Figure 1. M1 wires.
Bar = 20 um. Cells faint in the background.
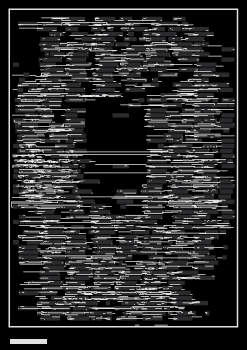
Figure 2. Metal 2.
Cells faint in the background.
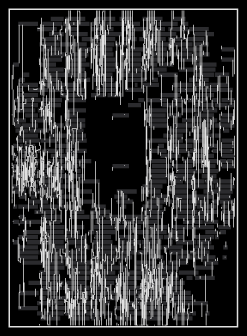
**src/rtl/fetch_decode_queue.sv**
```systemverilog
// In-order fetch-to-decode instruction queue with full back-pressure and flush.
// Optional zero-latency empty-queue bypass is enabled by defining FETCH_QUEUE_BYPASS_EN.

`ifndef INSTR_WIDTH
`define INSTR_WIDTH 32
`endif

`ifndef PC_WIDTH
`define PC_WIDTH 32
`endif

module fetch_decode_queue #(
    parameter int DEPTH   = 4,
    parameter int INSTR_W = `INSTR_WIDTH,
    parameter int PC_W    = `PC_WIDTH
) (
    input  logic                     clock,
    input  logic                     reset,
    input  logic                     flush,
    input  logic                     fetch_instr_valid,
    input  logic [INSTR_W-1:0]       fetch_instr_data,
    input  logic [PC_W-1:0]          fetch_instr_pc,
    output logic                     stall_fetch,
    input  logic                     decode_stall,
    output logic                     decode_instr_valid,
    output logic [INSTR_W-1:0]       decode_instr_data,
    output logic [PC_W-1:0]          decode_instr_pc,
    output logic [$clog2(DEPTH):0]   occupancy
);

    localparam int AW = $clog2(DEPTH);
    localparam int CW = AW + 1;
    localparam int EW = INSTR_W + PC_W;
    localparam logic [CW-1:0] FULL_COUNT = CW'(DEPTH);

    logic [EW-1:0] storage [DEPTH];
    logic [AW-1:0] rd_ptr;
    logic [AW-1:0] wr_ptr;
    logic [CW-1:0] count;

    logic          stored_valid;
    logic          push;
    logic          pop;
    logic          write;
    logic          bypass_take;
    logic [EW-1:0] head_entry;

    // Full is a pure function of registered count, so fetch never sees a comb path.
    assign stall_fetch  = (count == FULL_COUNT);
    assign stored_valid = (count != '0);
    assign head_entry   = storage[rd_ptr];
    assign occupancy    = count;

    assign push = fetch_instr_valid & ~stall_fetch & ~flush;
    assign pop  = stored_valid & ~decode_stall & ~flush;

`ifdef FETCH_QUEUE_BYPASS_EN
    logic bypass_active;

    assign bypass_active = ~stored_valid & fetch_instr_valid & ~flush;
    assign bypass_take   = bypass_active & ~decode_stall;

    always_comb begin
        decode_instr_valid = stored_valid;
        decode_instr_data  = head_entry[EW-1:PC_W];
        decode_instr_pc    = head_entry[PC_W-1:0];
        if (bypass_active) begin
            decode_instr_valid = 1'b1;
            decode_instr_data  = fetch_instr_data;
            decode_instr_pc    = fetch_instr_pc;
        end
    end
`else
    assign bypass_take        = 1'b0;
    assign decode_instr_valid = stored_valid;
    assign decode_instr_data  = head_entry[EW-1:PC_W];
    assign decode_instr_pc    = head_entry[PC_W-1:0];
`endif

    // An instruction consumed straight off the bypass never occupies an entry.
    assign write = push & ~bypass_take;

    always_ff @(posedge clock or posedge reset) begin
        if (reset) begin
            rd_ptr <= '0;
            wr_ptr <= '0;
            count  <= '0;
        end else if (flush) begin
            rd_ptr <= '0;
            wr_ptr <= '0;
            count  <= '0;
        end else begin
            if (write) begin
                wr_ptr <= wr_ptr + AW'(1);
            end
            if (pop) begin
                rd_ptr <= rd_ptr + AW'(1);
            end
            if (write && !pop) begin
                count <= count + CW'(1);
            end else if (pop && !write) begin
                count <= count - CW'(1);
            end
        end
    end

    // Storage is data-only and deliberately left unreset.
    always_ff @(posedge clock) begin
        if (write) begin
            storage[wr_ptr] <= {fetch_instr_data, fetch_instr_pc};
        end
    end

endmodule

```
**config.mk**
```make
export PLATFORM = sky130hd
export DESIGN_NAME = fetch_decode_queue
export DESIGN_NICKNAME = d
export VERILOG_FILES = /design/src/rtl/fetch_decode_queue.sv
export SDC_FILE = /design/constraint.sdc
export NUM_CORES = 1
export LEC_CHECK = 0
export CORE_ASPECT_RATIO = 1.4
export CORE_UTILIZATION = 49
export CTS_CLUSTER_DIAMETER = 120
export DETAILED_ROUTE_END_ITERATION = 7
export MAX_ROUTING_LAYER = met4
export PLACE_DENSITY = 0.82
export SLEW_MARGIN = 20
export SYNTH_ARGS = -nofsm -noshare
export SYNTH_HDL_FRONTEND = slang
export SYNTH_SLANG_ARGS = --single-unit
```
**constraint.sdc**
```tcl
create_clock -name clock -period 2.85 [get_ports clock]
set_input_delay 0.285 -clock clock [delete_from_list [all_inputs] [get_ports clock]]
set_output_delay 0.285 -clock clock [all_outputs]
set_load 0.1 [all_outputs]
```
==> flow_summary.toml <==
# implementation run metrics
[critical_path]
critical_path.endpoint = "decode_instr_pc[30]"
crit_type = "reg2out"
rrSetupSlack_ns = 0.71
r2r_cells = 8
end_kind = "output port"
cp_cell_sequence = "buf_4, mux4_2, buf_12"

[timing]
finalSetupViolCount = 0
period_needed_ns = 2.567
fin_crit_sh = 0.9007
rsz0062_at_grt = "no"
tightest_slew_ns = 0.7136
drv_slew = 0

[placement]
portBuffers = 137
dpl_worst_slack_ns = 0.4750

[clock_tree]
clkSinkCount = 263
cts.reportedPaths.clkPinSlew_ns = 0.06
cts_resized = 0

[routing]
viasPerCell = 5.560
wl_per_cell_um = 21.74
drcViolationCount = 0

[global_routing]
grt-ovfl-total = 0
grt_pass1_wl_um = 27610

[power_and_ir_drop]
power_density_nw_per_um2 = 926.3
pwr-share-clk = 0.258
p_leak_uw = 0.004131
clk-power_uw = 3000

[floorplan]
tapCellCount = 248
chipArea_um2 = 20580
io_pins = 138
fp.dieH_um = 169.3

[synthesis]
flop_cell = "edfxtp_1"
ys_cells = 398
syn-cell-area_um2 = 9801
avgSynthCellArea_um2 = 24.62
async_flop_share = 0.02662
top_cell = "edfxtp_1"
yosysTopAreaCellShare = 0.7844
yosys.area.top_type = "edfxtp_1"
yosysChipArea_um2 = 9801

[finish]
seq-cell-share = 0.6257
design.seq.count = 263
drive_above_1_share = 0.3304
lay_top_count = "edfxtp_1"

[run_status]
status = "finished, final reports clean"

[job]
drv_cap = 0

[worst_hold_path]
hp-class = "in2async"
-- Figure 1 (at the start) --
The wires run mostly horizontal. The layer carries 6840 um of wire. 559 nets have wire on it. The longest straight run is 65.5 um.

-- Figure 2 (at the start) --
The wires run mostly vertical. The longest straight run is 59.2 um.

routing by layer:
| layer | routed length (um) | up-vias | GRT usage |
|---|---|---|---|
| met5 | 0 | - | - |
| met2 | 9588 | 177 | 0.3105 |
| met3 | 899 | 34 | 0.02957 |
| met4 | 545 | 0 | 0.07568 |
| li1 | - | 1998 | - |
| met1 | 6838 | 2361 | 0.2265 |
registers in the layout (all words and copies together), names as in the netlist:
signal     flops
storage      256
wr_ptr         2
rd_ptr         2
occupancy      3
timing repair:
action / CTS / global route
hold endpoints to repair: 0 / 0
buffers inserted: 1 / 0
setup endpoints to repair: 5 / 0
Power and IR drop assume default switching activity.
